[config.mk]
export PLATFORM = sky130hd
export DESIGN_NAME = seq_det_param
export DESIGN_NICKNAME = d
export VERILOG_FILES = /design/src/rtl/seq_det_pkg.sv /design/src/rtl/seq_det_param_sat_counter.sv /design/src/rtl/seq_det_param.sv
export SDC_FILE = /design/constraint.sdc
export NUM_CORES = 1
export LEC_CHECK = 0
export CORE_ASPECT_RATIO = 1.75
export CORE_MARGIN = 3
export CORE_UTILIZATION = 55
export DETAILED_ROUTE_END_ITERATION = 10
export PLACE_DENSITY = 0.9
export SYNTH_ARGS = -nofsm -noshare
export SYNTH_HDL_FRONTEND = slang
export SYNTH_SLANG_ARGS = --single-unit
[constraint.sdc]
create_clock -name clk -period 5.1 [get_ports clk]
set_clock_uncertainty 0.05 [all_clocks]
set_input_delay 1.53 -clock clk [delete_from_list [all_inputs] [get_ports clk]]
set_output_delay 1.53 -clock clk [all_outputs]
set_load 0.01 [all_outputs]
[src/rtl/seq_det_pkg.sv]
// ---------------------------------------------------------------------------
// seq_det_pkg
// Shared definitions for the parametrised serial pattern detector and the
// statistics blocks around it.
//   SEQ_DET_PAT_W_DEFAULT   : default pattern length (bits)
//   SEQ_DET_CNT_W_DEFAULT   : default match counter width
//   SEQ_DET_PAT_RST_DEFAULT : pattern loaded at reset (MSB = oldest bit)
//   seq_det_ones(width)     : all-ones value of the given width (1..32),
//                             returned right-aligned in 32 bits
// ---------------------------------------------------------------------------
package seq_det_pkg;

  localparam int unsigned SEQ_DET_PAT_W_DEFAULT = 12;
  localparam int unsigned SEQ_DET_CNT_W_DEFAULT = 9;
  localparam logic [11:0] SEQ_DET_PAT_RST_DEFAULT = 12'b110001110010;

  function automatic logic [31:0] seq_det_ones(input int unsigned width);
    if (width >= 32) begin
      return 32'hFFFF_FFFF;
    end
    return (32'd1 << width) - 32'd1;
  endfunction

endpackage

[src/rtl/seq_det_param_sat_counter.sv]
// ---------------------------------------------------------------------------
// sat_counter
// Saturating event counter with a sticky saturation flag.
//   clk   : clock, rising edge
//   rst   : synchronous active-high reset
//   inc   : count one event this cycle
//   clr   : clear count and flag; has priority over inc
//   count : current count, holds at all-ones
//   sat   : sticky, set when an event arrives while count is all-ones
// ---------------------------------------------------------------------------
module sat_counter #(
  parameter int CNT_W = 9
) (
  input  logic             clk,
  input  logic             rst,
  input  logic             inc,
  input  logic             clr,
  output logic [CNT_W-1:0] count,
  output logic             sat
);

  logic [CNT_W-1:0] count_reg;
  logic             sat_reg;

  always_ff @(posedge clk) begin
    if (rst || clr) begin
      count_reg <= '0;
      sat_reg   <= 1'b0;
    end else if (inc) begin
      if (count_reg == {CNT_W{1'b1}}) begin
        sat_reg <= 1'b1;
      end else begin
        count_reg <= count_reg + 1'b1;
      end
    end
  end

  assign count = count_reg;
  assign sat   = sat_reg;

endmodule

[src/rtl/seq_det_param.sv]
// ---------------------------------------------------------------------------
// seq_det_param
// Parametrised serial pattern detector. Accepted bits shift into a history
// register; once PAT_W bits have been accepted (since reset, pattern load or
// the last non-overlapping match) the history is compared against the
// runtime-loadable pattern. A match gives a one-cycle pulse one clock after
// the completing bit and bumps a saturating match counter.
//
// Optional build macro: SEQ_DET_MASK_EN adds pat_mask_in; the mask is loaded
// with pat_load and its 0 bits are don't-care. Without it the compare is exact.
//
// Ports:
//   clk          : clock, rising edge
//   rst          : synchronous active-high reset
//   bit_in       : serial data bit
//   bit_valid    : bit_in accepted this cycle
//   overlap      : 1 = overlapping matches, 0 = non-overlapping
//   pat_load     : load pat_in (and pat_mask_in) as the new pattern
//   pat_in       : new pattern, MSB is the oldest bit
//   pat_mask_in  : (SEQ_DET_MASK_EN only) compare mask, 0 = don't care
//   max_tick_reg : LFSR full-cycle tick, clears match statistics
//   seq_detected : one-cycle match pulse
//   match_count  : matches since last clear (saturating)
//   count_sat    : sticky saturation flag
// ---------------------------------------------------------------------------
module seq_det_param
  import seq_det_pkg::*;
#(
  parameter int               PAT_W   = SEQ_DET_PAT_W_DEFAULT,
  parameter logic [PAT_W-1:0] PAT_RST = PAT_W'(SEQ_DET_PAT_RST_DEFAULT),
  parameter int               CNT_W   = SEQ_DET_CNT_W_DEFAULT
) (
  input  logic             clk,
  input  logic             rst,
  input  logic             bit_in,
  input  logic             bit_valid,
  input  logic             overlap,
  input  logic             pat_load,
  input  logic [PAT_W-1:0] pat_in,
`ifdef SEQ_DET_MASK_EN
  input  logic [PAT_W-1:0] pat_mask_in,
`endif
  input  logic             max_tick_reg,
  output logic             seq_detected,
  output logic [CNT_W-1:0] match_count,
  output logic             count_sat
);

  localparam int               FILL_W    = $clog2(PAT_W + 1);
  localparam logic [FILL_W-1:0] FILL_FULL = FILL_W'(PAT_W);
  localparam logic [31:0]      ONES_32   = seq_det_ones(PAT_W);
  localparam logic [PAT_W-1:0] MASK_ALL  = ONES_32[PAT_W-1:0];

  logic [PAT_W-1:0]  pat_reg;
  logic [PAT_W-1:0]  hist_reg;
  logic [FILL_W-1:0] fill_reg;
  logic              seq_detected_reg;
  logic [PAT_W-1:0]  mask_cur;

  logic [PAT_W-1:0]  hist_next;
  logic [FILL_W-1:0] fill_next;
  logic              accept;
  logic              match_next;

`ifdef SEQ_DET_MASK_EN
  logic [PAT_W-1:0] mask_reg;

  always_ff @(posedge clk) begin
    if (rst) begin
      mask_reg <= MASK_ALL;
    end else if (pat_load) begin
      mask_reg <= pat_mask_in;
    end
  end

  assign mask_cur = mask_reg;
`else
  assign mask_cur = MASK_ALL;
`endif

  // A bit arriving together with a pattern load is dropped: the load wins.
  assign accept    = bit_valid && !pat_load;
  assign hist_next = {hist_reg[PAT_W-2:0], bit_in};
  assign fill_next = (fill_reg == FILL_FULL) ? FILL_FULL : fill_reg + 1'b1;

  // fill_next reaching PAT_W means the window holds only bits accepted since
  // the last restart point, so a partially filled window can never match.
  assign match_next = accept && (fill_next == FILL_FULL) &&
                      (((hist_next ^ pat_reg) & mask_cur) == '0);

  always_ff @(posedge clk) begin
    if (rst) begin
      pat_reg          <= PAT_RST;
      hist_reg         <= '0;
      fill_reg         <= '0;
      seq_detected_reg <= 1'b0;
    end else begin
      seq_detected_reg <= match_next;
      if (pat_load) begin
        pat_reg  <= pat_in;
        fill_reg <= '0;
      end else if (bit_valid) begin
        hist_reg <= hist_next;
        // Non-overlapping mode restarts the window after a match; the
        // history keeps shifting but needs PAT_W fresh bits to qualify.
        fill_reg <= (match_next && !overlap) ? '0 : fill_next;
      end
    end
  end

  sat_counter #(
    .CNT_W (CNT_W)
  ) u_match_cnt (
    .clk   (clk),
    .rst   (rst),
    .inc   (match_next),
    .clr   (max_tick_reg),
    .count (match_count),
    .sat   (count_sat)
  );

  assign seq_detected = seq_detected_reg;

endmodule

Run 1, signal wires on met1:
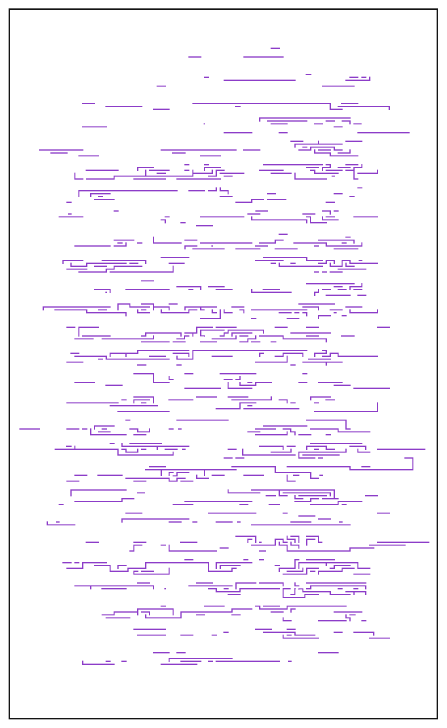
wire length on this layer: 1430 um
longest straight run: 16.1 um
main direction: horizontal

Run 1, local utilization:
The die is cut into 5 by 8 equal tiles; white is low, dark blue is high, 0 to 100% covered.
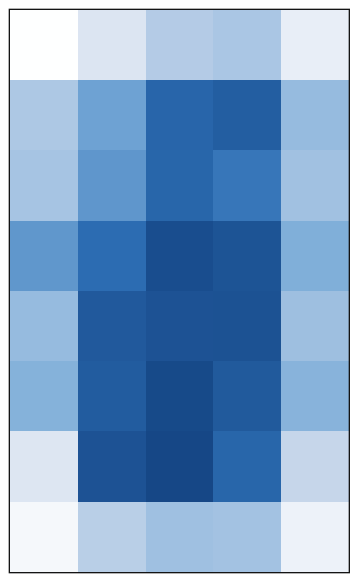
fullest tile: 91%
emptiest ninth of the die: top left
densest ninth of the die: middle

==> run notes, run 1 <==
Implementation results

Global route summary, busiest routing layer listed as met2. Counting the warning lines in the Yosys log gives 0. The DRC violation count after routing is 0.

The clock H-tree reported by CTS has 2 levels. The number of enable flip-flop cells is 0. The die extent in y is 82.9 um. Per the post-route antenna check, the number of violating nets is 0. Looking at the cell usage after synthesis, the top flip-flop cell is dfxtp_1. The run finished with clean final reports.

The sort of element at the start of the critical path is a primary input. The number of global-route vias before repair is 1501. After global routing the overflow that remains totals 0. After synthesis, the share of cell area in mux cells is 0.0431. In the post-synthesis netlist, the biggest area contributors are dfxtp_1 (41%), a21oi_1 (5.7%), nand2_1 (5.1%). The flip-flop count of the largest register after layout is 12. The routed design could run at a clock period as short as 3.59 ns. The wire length per cell after detailed routing is 14.0 um.

The endpoint kind of the worst setup timing path is a flip-flop. A synthesized cell averages 9.06 um^2. In the routed layout, each cell is associated on average with a via count of 5.76. Ranked by instance count, the synthesized netlist is headed by dfxtp_1 (38), nand2_1 (25), a21oi_1 (21). The global placer's final weighted congestion is 0.825.

The synthesis-to-layout area growth is 20.4%. Max-cap violations in this run came to 0. The routed layout has 1577 vias. The post-route utilization of the core is recorded as 0.696. The biggest area contributor in the post-synthesis netlist is dfxtp_1.

The required time of the critical path is 5.27 ns. The registers of the reported paths see a clock transition of 0.07 ns. The final timing report lists a hold violation count of 0.

The layout summary lists the proportion of cells stronger than drive strength 1 as 0.0779. Entering global routing, the biggest net connects 31 pins. The count of final max-slew check failures is 0. The setup path with the least slack is of type in2reg. The cell-mix breakdown from Yosys lists the XOR/XNOR area share as 0.0654. The number of resized instances in the post-cts repair step is 0. The post-layout worst setup margin is 1.51 ns. STA on the placed design reports a worst setup slack of 1.22 ns. The final layout contains 253 nets.
Run 1, register map, names as in the netlist:
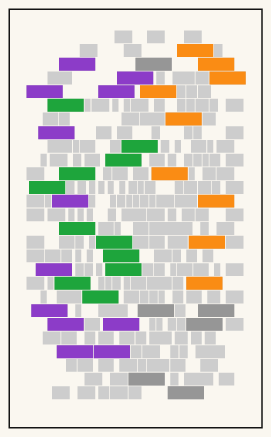
| name in the netlist | colour | flops |
|---|---|---|
| `hist_reg` | green | 11 |
| `u_match_cnt.count` | orange | 9 |
| `pat_reg` | purple | 12 |

Run 1, M2 wires:
Cells faint in the background.
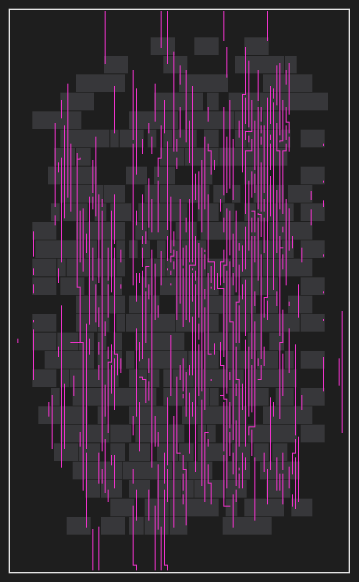
nets with wire on the layer: 222
share of all routed wire: 55%

[run 1: path summary, 6_finish.rpt]
| kind | end | startpoint | slack [ns] |
|---|---|---|---|
| min | u_match_cnt.sat | u_match_cnt.sat | 0.42 |
| min reg2reg | u_match_cnt.sat | u_match_cnt.sat | 0.42 |
| max reg2reg | u_match_cnt.count[6] | fill_reg[0] | 2.89 |
| max | u_match_cnt.count[6] | bit_valid | 1.51 |
[run 1: metal layers]
layer / share of wire / routed length (um)
met1: 0.37 / 1430
met3: 0.046 / 174
met2: 0.55 / 2120
met5: 0 / 0
met4: 0.027 / 104
[run 1: where the power goes]
part	internal, W	switching, W
logic	0.0000277	0.0000258
clock network	0.000109	0.000100
registers	0.000304	0.00000568
[run 1: critical path, stage by stage]
cell             delay, ns
clkdlybuf4s50_1       0.66
nand2b_1              0.32
nor3_2                0.35
nand3b_2              0.23
or4_1                 0.51
a21oi_1               0.15
[run 1: placed cells by master, fill, tap and decap left out, types with 2 or more instances in the layout]
master,synthesis,routed
inv_1,3,3
nor3_1,3,3
o31ai_1,4,4
or3_1,2,2
a31oi_1,2,2
xor2_1,4,4
clkbuf_8,0,6
nor2b_1,7,7
nand2_1,25,25
a21oi_1,21,21
a211o_1,6,6
nor4_1,2,2
nand3_1,9,9
xnor2_1,8,8
and4_1,3,3
or4_1,5,5
nor4b_1,3,3
mux2i_1,8,8
nand2b_1,2,2
dfxtp_1,38,38
clkdlybuf4s50_1,0,29
o21ai_0,4,4
nand4_1,4,4
ha_1,4,4
nor2_1,10,10
[run 1: metrics by stage]
stage / hold slack (ns) / std cells / cell area, um^2 / total power, W
2_1_floorplan: 0.399 / 205 / 1860 / 0.000348
3_3_place_gp: 0.399 / 266 / 2140 / 0.000368
3_5_place_dp: 0.404 / 266 / 2140 / 0.000369
4_1_cts: 0.420 / 274 / 2230 / 0.000577
5_1_grt: 0.431 / 274 / 2230 / 0.000595
6_report: 0.416 / 274 / 2230 / 0.000572
[run 1: cells by family after synthesis]
family | count (synthesis)
buffers and inverters | 15
XOR/XNOR | 13
AND/OR/NAND/NOR | 84
AND-OR/OR-AND | 43
multiplexers | 8
adder cells (fa/ha/maj) | 4
flip-flops | 38
[run 1: final cells by class]
class,count,area [um^2],share of cell area
Multi-Input combinational cell,152,1020,0.456
Sequential cell,38,761,0.340
Clock inverter,1,5.00,0.00224
Tap cell,43,53.8,0.0241
Timing Repair Buffer,30,298,0.133
Clock buffer,7,86.3,0.0386
Inverter,3,11.3,0.00504
Run 1, cell placement:
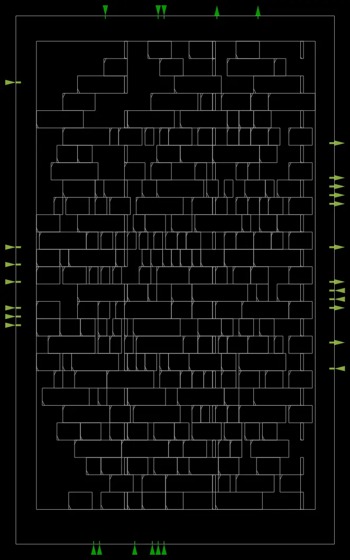

--- run 2 (diff from run 1) ---
Settings changed: CORE_UTILIZATION 55 to 52, PLACE_DENSITY 0.9 to 0.86.
Clock period 5.1 ns to 3.4 ns, I/O delays scaled along.
Run 2, cell placement:
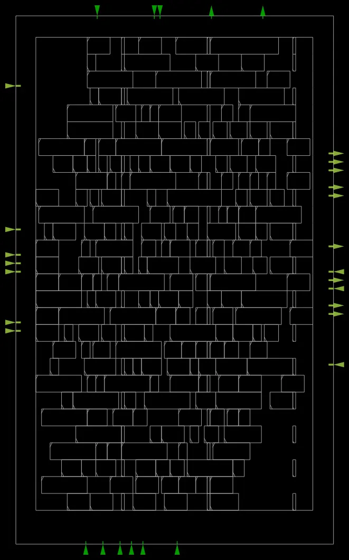
sequential share of cell area: 0.333
final core utilization: 0.672

Run 2, local utilization:
The die is cut into 5 by 9 equal tiles; white is low, dark blue is high, 0 to 100% covered.
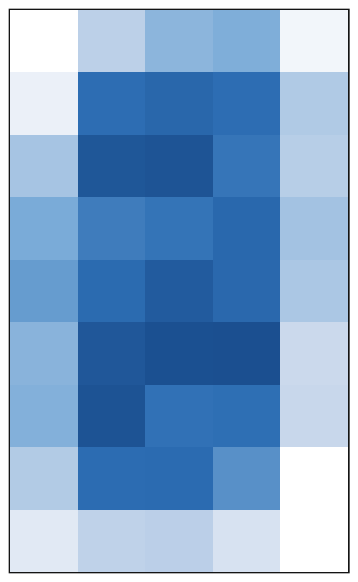
emptiest ninth of the die: bottom right
fullest tile: 88%
tiles over 75% full: 33%
nearly empty tiles: 6.7%

==> run notes, run 2 <==
Implementation results

Status: complete, no violations (unchanged). The most frequently placed logic cell in the final layout is dfxtp_1 (unchanged). The type of the setup path with the least slack is in2reg (unchanged). The required time of the critical path came to 3.53 ns (was 5.27 ns).

The number of levels in the clock H-tree is 2 (unchanged). The largest net degree at the start of global routing came to 23 (was 31). The average size of a mapped cell is 9.06 um^2 (unchanged). The share of post-route cells with drive strength above 1 came to 0.0940 (was 0.0779).

The flip-flop count of the largest register after layout was 12 (unchanged). The final tally of hold violations came to 0 (unchanged). The tally of max-capacitance violations is 0 (unchanged).

Most used standard cells in the synthesized netlist: dfxtp_1 (38), nand2_1 (25), a21oi_1 (21) (unchanged). The via count is 1578 (was 1577). The count of final max-slew check failures was 0 (unchanged). The wire length per cell after detailed routing is 13.8 um (was 14.0 um). The number of enable flip-flop cells is 0 (unchanged).

Most numerous logic cells after layout: dfxtp_1 (38), clkdlybuf4s50_1 (29), nand2_1 (25), a21oi_1 (21), nor2_1 (10) (unchanged). The flip-flop cell with the highest count after synthesis is dfxtp_1 (unchanged). The number of resized instances in the post-cts repair step was 0 (unchanged). The global placer's final weighted congestion was 0.762 (was 0.825). The die extent in y is 85.1 um (was 82.9 um). The count of nets left with antenna violations after detail routing is 0 (unchanged).
==> run 2: cell count changes in the layout (fill, tap and decap cells not counted) <==
| cell | before | now |
|---|---|---|
| clkbuf_1 | 1 | 0 |
| bufinv_16 | 0 | 1 |
| buf_4 | 1 | 4 |
| clkbuf_8 | 6 | 5 |
| clkinv_2 | 1 | 0 |
| clkinvlp_4 | 0 | 2 |
==> run 2: power by group <==
group / switching (W) / total (W) / internal (W)
sequential: 0.00000847 / 0.000464 / 0.000456
clock: 0.000165 / 0.000383 / 0.000218
combinational: 0.0000388 / 0.0000824 / 0.0000436
total: 0.000213 / 0.000930 / 0.000717
==> run 2: cell type report <==
type                            instances  area (um^2)  area share
Multi-Input combinational cell        152         1020       0.447
Sequential cell                        38          761       0.333
Timing Repair Buffer                   33          320       0.140
Clock buffer                            5         68.8      0.0302
Tap cell                               45         56.3      0.0247
Clock inverter                          3         45.0      0.0197
Inverter                                3         11.3     0.00493
==> run 2: cells by family (layout without fill, tap and decap cells) <==
kind of cell | count (synthesis) | count (layout) | share of synthesized area
AND/OR/NAND/NOR | 84 | 84 | 0.263
AND-OR/OR-AND | 43 | 43 | 0.150
flip-flops | 38 | 38 | 0.410
buffers and inverters | 15 | 44 | 0.0411
XOR/XNOR | 13 | 13 | 0.0654
multiplexers | 8 | 8 | 0.0431
adder cells (fa/ha/maj) | 4 | 4 | 0.0270
==> run 2: final timing paths <==
kind	startpoint	end	slack, ns	cells past startpoint
setup / recovery	bit_in	u_match_cnt.count[2]	0.71	6
hold / removal	u_match_cnt.sat	u_match_cnt.sat	0.43	1
setup reg to reg	fill_reg[0]	u_match_cnt.count[5]	1.25	6
hold reg to reg	u_match_cnt.sat	u_match_cnt.sat	0.43	1
==> run 2: metal layers <==
metal	up-vias	share of wire	GRT usage
met5	-	0	0
li1	793	-	-
met1	747	0.38	0.202
met2	30	0.56	0.382
met4	0	0.026	0.0956
met3	8	0.033	0.0475
==> run 2: critical path, delay by kind of cell <==
| kind | cells | cell delay [ns] |
|---|---|---|
| AND-OR/OR-AND | 2 | 0.32 |
| XOR/XNOR | 1 | 0.20 |
| AND/OR/NAND/NOR | 2 | 0.85 |
| buffers and inverters | 1 | 0.43 |
==> run 2: through the flow <==
stage / setup slack (ns) / hold WS [ns] / total power (W) / cells / util
after global routing: 0.475 / 0.447 / 0.000963 / 279 / 0.672
final: 0.705 / 0.426 / 0.000930 / 279 / 0.672
after CTS: 0.723 / 0.431 / 0.000941 / 279 / 0.672
after detailed placement: 0.421 / 0.413 / 0.000557 / 271 / 0.638
after floorplan: 0.949 / 0.399 / 0.000523 / 205 / -
after global placement: 0.484 / 0.402 / 0.000555 / 271 / 0.638
No activity file was given, so power comes from the tool's default toggle rates.
